File: config.mk
export PLATFORM = sky130hd
export DESIGN_NAME = strb_period_mon
export DESIGN_NICKNAME = d
export VERILOG_FILES = /design/src/rtl/strb_period_mon.sv
export SDC_FILE = /design/constraint.sdc
export NUM_CORES = 1
export LEC_CHECK = 0
export CORE_UTILIZATION = 47
export DETAILED_ROUTE_END_ITERATION = 16
export MAX_ROUTING_LAYER = met4
export PLACE_DENSITY = 0.78
export REMOVE_ABC_BUFFERS = 1
export SLEW_MARGIN = 15
export SYNTH_ARGS = -nofsm -noshare
export SYNTH_HDL_FRONTEND = slang
export SYNTH_SLANG_ARGS = --single-unit
export TNS_END_PERCENT = 50
File: constraint.sdc
create_clock -name clk -period 2.4 [get_ports clk]
set_clock_uncertainty 0.05 [all_clocks]
set_input_delay 0.36 -clock clk [delete_from_list [all_inputs] [get_ports clk]]
set_output_delay 0.36 -clock clk [all_outputs]
set_load 0.01 [all_outputs]
File: src/rtl/strb_period_mon.sv
// Strobe period monitor: measures clocks between strobes and flags short periods and timeouts.
// Optional STRB_MON_TOL_EN enables the tolerance window; otherwise the window is exact.
module strb_period_mon #(
    parameter int unsigned dw = 16
) (
    input  logic          clk,
    input  logic          reset_n,
    input  logic          enable,
    input  logic          load_limit,
    input  logic [dw-1:0] exp_period,
    input  logic [dw-1:0] tol,
    input  logic          strb_in,
    input  logic          clr_err,
    output logic          armed,
    output logic [dw-1:0] period,
    output logic          period_vld,
    output logic          short_err,
    output logic          timeout,
    output logic [1:0]    err_sticky
);

    localparam int unsigned DW1 = dw + 1;
    localparam logic [dw-1:0] CNT_MAX = '1;

    typedef enum logic [1:0] {
        ST_IDLE       = 2'd0,
        ST_WAIT_FIRST = 2'd1,
        ST_MEASURE    = 2'd2
    } state_t;

    state_t        r_state;
    state_t        w_state_nxt;
    logic [dw-1:0] r_exp;
    logic [dw-1:0] r_cnt;
    logic [dw-1:0] r_period;
    logic          r_armed;
    logic          r_vld;
    logic          r_short;
    logic          r_timeout;
    logic [1:0]    r_sticky;

    logic [dw-1:0] w_tol;
    logic [dw-1:0] w_exp_nxt;
    logic [dw-1:0] w_cnt_nxt;
    logic [dw-1:0] w_period_nxt;
    logic          w_armed_nxt;
    logic          w_vld_nxt;
    logic          w_short_nxt;
    logic          w_timeout_nxt;
    logic [1:0]    w_sticky_nxt;

    logic [DW1-1:0] w_sum;
    logic [DW1-1:0] w_cnt_inc;
    logic [dw-1:0]  w_hi;
    logic [dw-1:0]  w_lo;
    logic [dw-1:0]  w_inc_sat;

`ifdef STRB_MON_TOL_EN
    logic [dw-1:0] r_tol;

    always_ff @(posedge clk or negedge reset_n) begin
        if (!reset_n) begin
            r_tol <= '0;
        end else if (load_limit) begin
            r_tol <= tol;
        end
    end

    assign w_tol = r_tol;
`else
    logic w_unused_tol;

    assign w_tol        = '0;
    assign w_unused_tol = ^tol;
`endif

    // Acceptance window [lo, hi], clamped at both ends
    assign w_sum     = {1'b0, r_exp} + {1'b0, w_tol};
    assign w_hi      = w_sum[dw] ? CNT_MAX : w_sum[dw-1:0];
    assign w_lo      = (r_exp > w_tol) ? (r_exp - w_tol) : '0;
    assign w_cnt_inc = {1'b0, r_cnt} + DW1'(1);
    assign w_inc_sat = w_cnt_inc[dw] ? CNT_MAX : w_cnt_inc[dw-1:0];

    always_comb begin
        w_state_nxt   = r_state;
        w_exp_nxt     = r_exp;
        w_cnt_nxt     = r_cnt;
        w_period_nxt  = r_period;
        w_armed_nxt   = r_armed;
        w_vld_nxt     = 1'b0;
        w_short_nxt   = 1'b0;
        w_timeout_nxt = 1'b0;

        if (load_limit) begin
            w_exp_nxt   = exp_period;
            w_armed_nxt = (exp_period != '0);
            w_cnt_nxt   = '0;
            w_state_nxt = (enable && (exp_period != '0)) ? ST_WAIT_FIRST : ST_IDLE;
        end else if (!enable) begin
            w_state_nxt = ST_IDLE;
            w_cnt_nxt   = '0;
        end else begin
            case (r_state)
                ST_IDLE: begin
                    w_cnt_nxt = '0;
                    if (r_armed) begin
                        w_state_nxt = ST_WAIT_FIRST;
                    end
                end
                ST_WAIT_FIRST: begin
                    w_cnt_nxt = '0;
                    if (strb_in) begin
                        w_state_nxt = ST_MEASURE;
                    end
                end
                ST_MEASURE: begin
                    if (strb_in) begin
                        w_period_nxt = w_inc_sat;
                        w_vld_nxt    = 1'b1;
                        w_short_nxt  = (w_cnt_inc < {1'b0, w_lo});
                        w_cnt_nxt    = '0;
                    end else if (r_cnt >= w_hi) begin
                        w_timeout_nxt = 1'b1;
                        w_cnt_nxt     = '0;
                        w_state_nxt   = ST_WAIT_FIRST;
                    end else begin
                        w_cnt_nxt = w_inc_sat;
                    end
                end
                default: begin
                    w_state_nxt = ST_IDLE;
                    w_cnt_nxt   = '0;
                end
            endcase
        end

        // A new error in the same cycle as a clear stays set
        w_sticky_nxt = (clr_err ? 2'b00 : r_sticky) | {w_timeout_nxt, w_short_nxt};
    end

    always_ff @(posedge clk or negedge reset_n) begin
        if (!reset_n) begin
            r_state   <= ST_IDLE;
            r_exp     <= '0;
            r_cnt     <= '0;
            r_period  <= '0;
            r_armed   <= 1'b0;
            r_vld     <= 1'b0;
            r_short   <= 1'b0;
            r_timeout <= 1'b0;
            r_sticky  <= 2'b00;
        end else begin
            r_state   <= w_state_nxt;
            r_exp     <= w_exp_nxt;
            r_cnt     <= w_cnt_nxt;
            r_period  <= w_period_nxt;
            r_armed   <= w_armed_nxt;
            r_vld     <= w_vld_nxt;
            r_short   <= w_short_nxt;
            r_timeout <= w_timeout_nxt;
            r_sticky  <= w_sticky_nxt;
        end
    end

    assign armed      = r_armed;
    assign period     = r_period;
    assign period_vld = r_vld;
    assign short_err  = r_short;
    assign timeout    = r_timeout;
    assign err_sticky = r_sticky;

endmodule

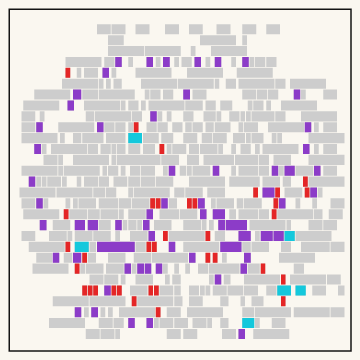
run_1/logic_types.png
(4 px per micron)
colour	family	cells
red	inv cells	35
purple	aoi and oai cells	62
cyan	non-inverting ao/oa cells	6
Post-Layout Cell Count: 515
most frequent logic cell in the layout: dfrtp_1
logic share of the area: 41.37%

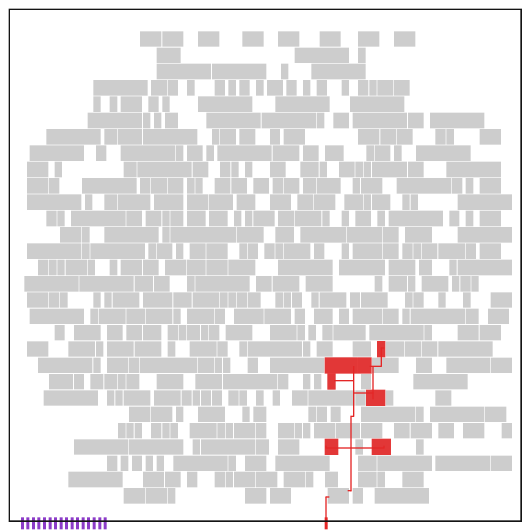
run_1/io_fan.png
(6 px per micron)
colour	port	direction	edge	end cells
red	strb_in	input	bottom	7
purple	tol	input	bottom	0
Ports: 60
Port Buf Inserts: 43

==> impl_metrics.ini, run 1 <==
; physical design summary
[sta]
holdWs_ns = -0.01181
rsz0062_at_grt = yes
hold_viol_final = 10
setup_viol = 2
slew_violations = 0
setup_slack_ns = -0.06784
fmax_mhz = 405.2
worst_pin_slew_ns = 0.5987
period_minus_slack_ns = 2.468

[run_status]
outcome = finished with violations
violations = negative hold slack, negative setup slack

[run]
maxCapViolCount = 0
warning_count = 43

[finish]
nets = 507
nFillCells = 522
regArea_sq_mm = 0.001401
ff_count = 56
logic_area_sq_mm = 0.001770
lay_top_cells = dfrtp_1, nand2_1, clkdlybuf4s50_1
drive_gt1_share_pct = 18.95
inverters = 35
nMultiInputCombCells = 253
n_clock_buffer = 6
finish.instance_area_sq_mm = 0.004279
syn_to_final_growth_pct = 31.94
fin_util_pct = 65.88
buffer_area_share_pct = 18.04
buffers = 86
n_antenna_cell = 0

[logic_synthesis]
yosysSeqAreaShare_pct = 43.21
yosys.cell_types.count = 51
synth-xor-area-share_pct = 4.051
yosysWarnings = 0
netlist_instances = 354
top_logic_kind = simple AND/OR/NAND/NOR gates
syn_area_per_cell_sq_um = 9.161
async_flop_share_pct = 100.0
netlist_top_cells_count = dfrtp_1, nand2_1, nor2_1, inv_1, o21ai_0
synth_top_area_share_pct = 43.21
top_area_cell = dfrtp_1
topCellsByArea = dfrtp_1, ha_1, nand2_1
top_cell = dfrtp_1
synthAoiAreaFrac_pct = 12.69
ys_chip_area_sq_mm = 0.003243
synth_adder_area_share_pct = 12.35
yosysCellCount = 354
edf_count = 0
synthesis.area_sq_mm = 0.003243
mux_share_pct = 0.6559
ys.flops = 56

[power]
internal_power_mw = 1.382
pwr-share-comb_pct = 11.9
powerComb_uw = 218
p_sw_share_pct = 24.59
seq_power_share_pct = 54.2
p_total_mw = 1.832
power_density_mw_per_mm2 = 428.2
leakage_nw = 2.048
seq_power_uw = 993

[global_route]
use_met3_pct = 3.599
use_met1_pct = 29.87
grt_pass1_wl_mm = 13.61
grt_max_degree = 33
grt-busiest-layer = met2
first_global_vias = 2929
antenna_found_initial = 0

[routing]
dr_wl_met3_microns = 221
via_per_inst = 5.406
wl_met2_mm = 4.169
drc = 0
wl_met1_mm = 3.406
top_layer = met4
postRouteAntennaNets = 0
vias = 2784
wl_mm = 7.966
wl_per_cell_microns = 15.47

[clock_network]
clkSlewWorstSetupHoldPaths_ns = 0.11
cts_buffers = 5
h-tree-depth = 2
clock_sinks = 56
cts_buffer_depth = 2
cts_hold_buf = 0
cts_resized = 12
postCtsSetupRepairBufs = 9
cts_root_buf = clkbuf_8

[place]
placed_cells = 493
place_hpwl_mm = 5.777
gp_congestion = 0.8916
dp_slack_ns = -0.2021

[die]
die_x_microns = 85.07
coreArea_sq_mm = 0.006495
die_h_microns = 85.07
taps = 77
fp-row-count = 29
fp_util_pct = 49.93
dieArea_sq_mm = 0.007236

[critical_path]
worstPathArrival_ns = 2.63
cpMostUsedCell = nand4_1
rrSetupSlack_ns = -0.07
cp_data_required_time_ns = 2.56
critPathKind = flop to flop
r2r-end = err_sticky[0]
r2r-start = r_cnt[0]
path_max_fanout = 4
slowest_stage = dfrtp_1
slowest_delay_ns = 0.39
path_buffers = 2
cp-start-kind = flop
cp_top_family = simple AND/OR/NAND/NOR gates
r2r_cells = 12

[hold_path]
hold_path_class = primary input to asynchronous set/reset pin
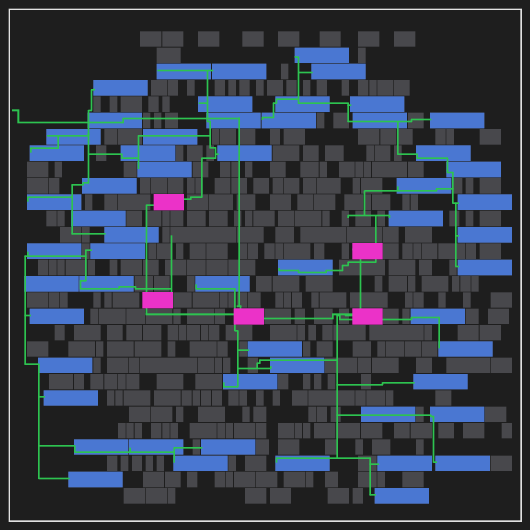
run_1/clk_routes.png
(6 px per micron)
[blue] flip-flops | count: 56
[green] clock wires | length: 686 microns
[magenta] clock drivers | count: 5
flops lie	all over the die
Late-Pin Clk Latency: 0.31 ns
Clk network pwr share: 33.9%
Clock group: 621 uW

run_1/congestion.png
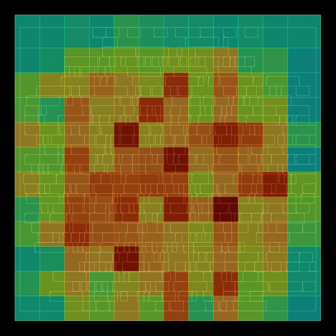

==> inputs of run 2 (changes only) <==
==> constraint.sdc (replaced) <==
create_clock -name clk -period 2.4 [get_ports clk]
set_clock_uncertainty 0.05 [all_clocks]
set_input_delay 0.24 -clock clk [delete_from_list [all_inputs] [get_ports clk]]
set_output_delay 0.24 -clock clk [all_outputs]
set_load 0.01 [all_outputs]
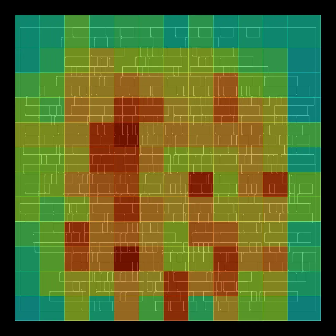
run_2/congestion.png
Total GRT Usage: 23.29%
average wire per standard cell: 15.56 microns
GR Layer Usage met2: 40.98%
Util after Layout: 65.40%

==> run 2 against run 1 <==
The flow finishes with violations (negative setup slack). Cell area decreased by 0.73%. Fmax increased by 1.8%. Via count decreased by 0.79%. Largest power group unchanged. Flip-flop count unchanged. Count of clock-buffer cells in the layout increased by 1. Total power increased by 3.4%. Die area unchanged. Largest cell class unchanged. Sequential share of layout area increased by 0.24 points. Register-to-register slack improved by 0.04 ns.
==> impl_metrics.ini, run 2 <==
; physical design summary
[die]
die_h_microns = 85.07
taps = 77
dieArea_sq_mm = 0.007236
die_x_microns = 85.07
coreArea_sq_mm = 0.006495
pin_count = 60

[hold_path]
hold_path_class = primary input to asynchronous set/reset pin

[global_route]
first_global_vias = 2711
grt_max_degree = 37
grt_pass1_wl_mm = 12.86
grt-busiest-layer = met2
use_met1_pct = 28.47
antenna_found_initial = 0
use_met3_pct = 2.821

[place]
io_buffers = 43
placed_cells = 492
place_hpwl_mm = 5.760
gp_congestion = 0.8707
dp_slack_ns = -0.1728

[finish]
buffers = 76
lay_top_cells = dfrtp_1, nand2_1, clkdlybuf4s50_1
n_antenna_cell = 0
mostFrequentLayoutCell = dfrtp_1
ff_count = 56
nFillCells = 536
n_clock_buffer = 7
inverters = 35
buffer_area_share_pct = 16.17
nMultiInputCombCells = 253
nets = 497
syn_to_final_growth_pct = 30.98
finish.instance_area_sq_mm = 0.004248

[routing]
vias = 2762
top_layer = met4
drc = 0
dr_wl_met3_microns = 264
wl_met1_mm = 3.283
wl_met2_mm = 4.170
wl_mm = 7.856

[sta]
fmax_mhz = 412.4
setup_tns_ns = -0.02456
setup_slack_ns = -0.02456
period_minus_slack_ns = 2.425
setup_viol = 1
slew_violations = 0
worst_pin_slew_ns = 0.5126
hold_viol_final = 0
rsz0062_at_grt = yes

[logic_synthesis]
synth_top_area_share_pct = 43.21
ys_chip_area_sq_mm = 0.003243
synthesis.area_sq_mm = 0.003243
synth-xor-area-share_pct = 4.051
syn_area_per_cell_sq_um = 9.161
netlist_instances = 354
ys.flops = 56
yosysWarnings = 0
netlist_top_cells_count = dfrtp_1, nand2_1, nor2_1, inv_1, o21ai_0
top_logic_kind = simple AND/OR/NAND/NOR gates
yosysCellCount = 354
synthAoiAreaFrac_pct = 12.69
yosysSeqAreaShare_pct = 43.21
synth_adder_area_share_pct = 12.35
top_cell = dfrtp_1
mux_share_pct = 0.6559
edf_count = 0
yosys.cell_types.count = 51

[power]
pwr-share-comb_pct = 11.8
seq_power_share_pct = 52.5
p_sw_share_pct = 23.91
clkPwrFrac_pct = 35.7
powerComb_uw = 224
power_density_mw_per_mm2 = 445.8
internal_power_mw = 1.441
p_total_mw = 1.894
leakage_nw = 2.046
seq_power_uw = 993
power_clock_uw = 677

[critical_path]
slowest_delay_ns = 0.39
crit_end = err_sticky[0]
critPathKind = flop to flop
path_max_fanout = 3
cp_top_family = AND-OR/OR-AND gates
r2r-start = r_cnt[1]
path_buffers = 2
rrSetupSlack_ns = -0.02
r2r_cells = 11
cp-start-kind = flop

[run_status]
violations = negative setup slack
outcome = finished with violations

[clock_network]
cts_resized = 5
cts_buffers = 5
h-tree-depth = 2
cts_root_buf = clkbuf_8
cts_buffer_depth = 2
cts_hold_buf = 1
clock_sinks = 56
clkSlewWorstSetupHoldPaths_ns = 0.10
worstSkewPairLatency_ns = 0.31
postCtsSetupRepairBufs = 2

[run]
warning_count = 42
maxCapViolCount = 0
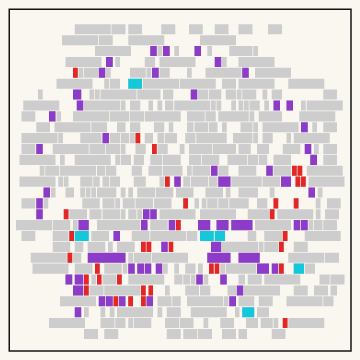
run_2/logic_types.png
(4 px per micron)
colour	family	cells
purple	aoi and oai cells	62
red	inv cells	35
cyan	non-inverting ao/oa cells	6
logic share of the area: 42.50%
Post-Layout Cell Count: 505

Power is estimated from default activity; no workload was simulated.
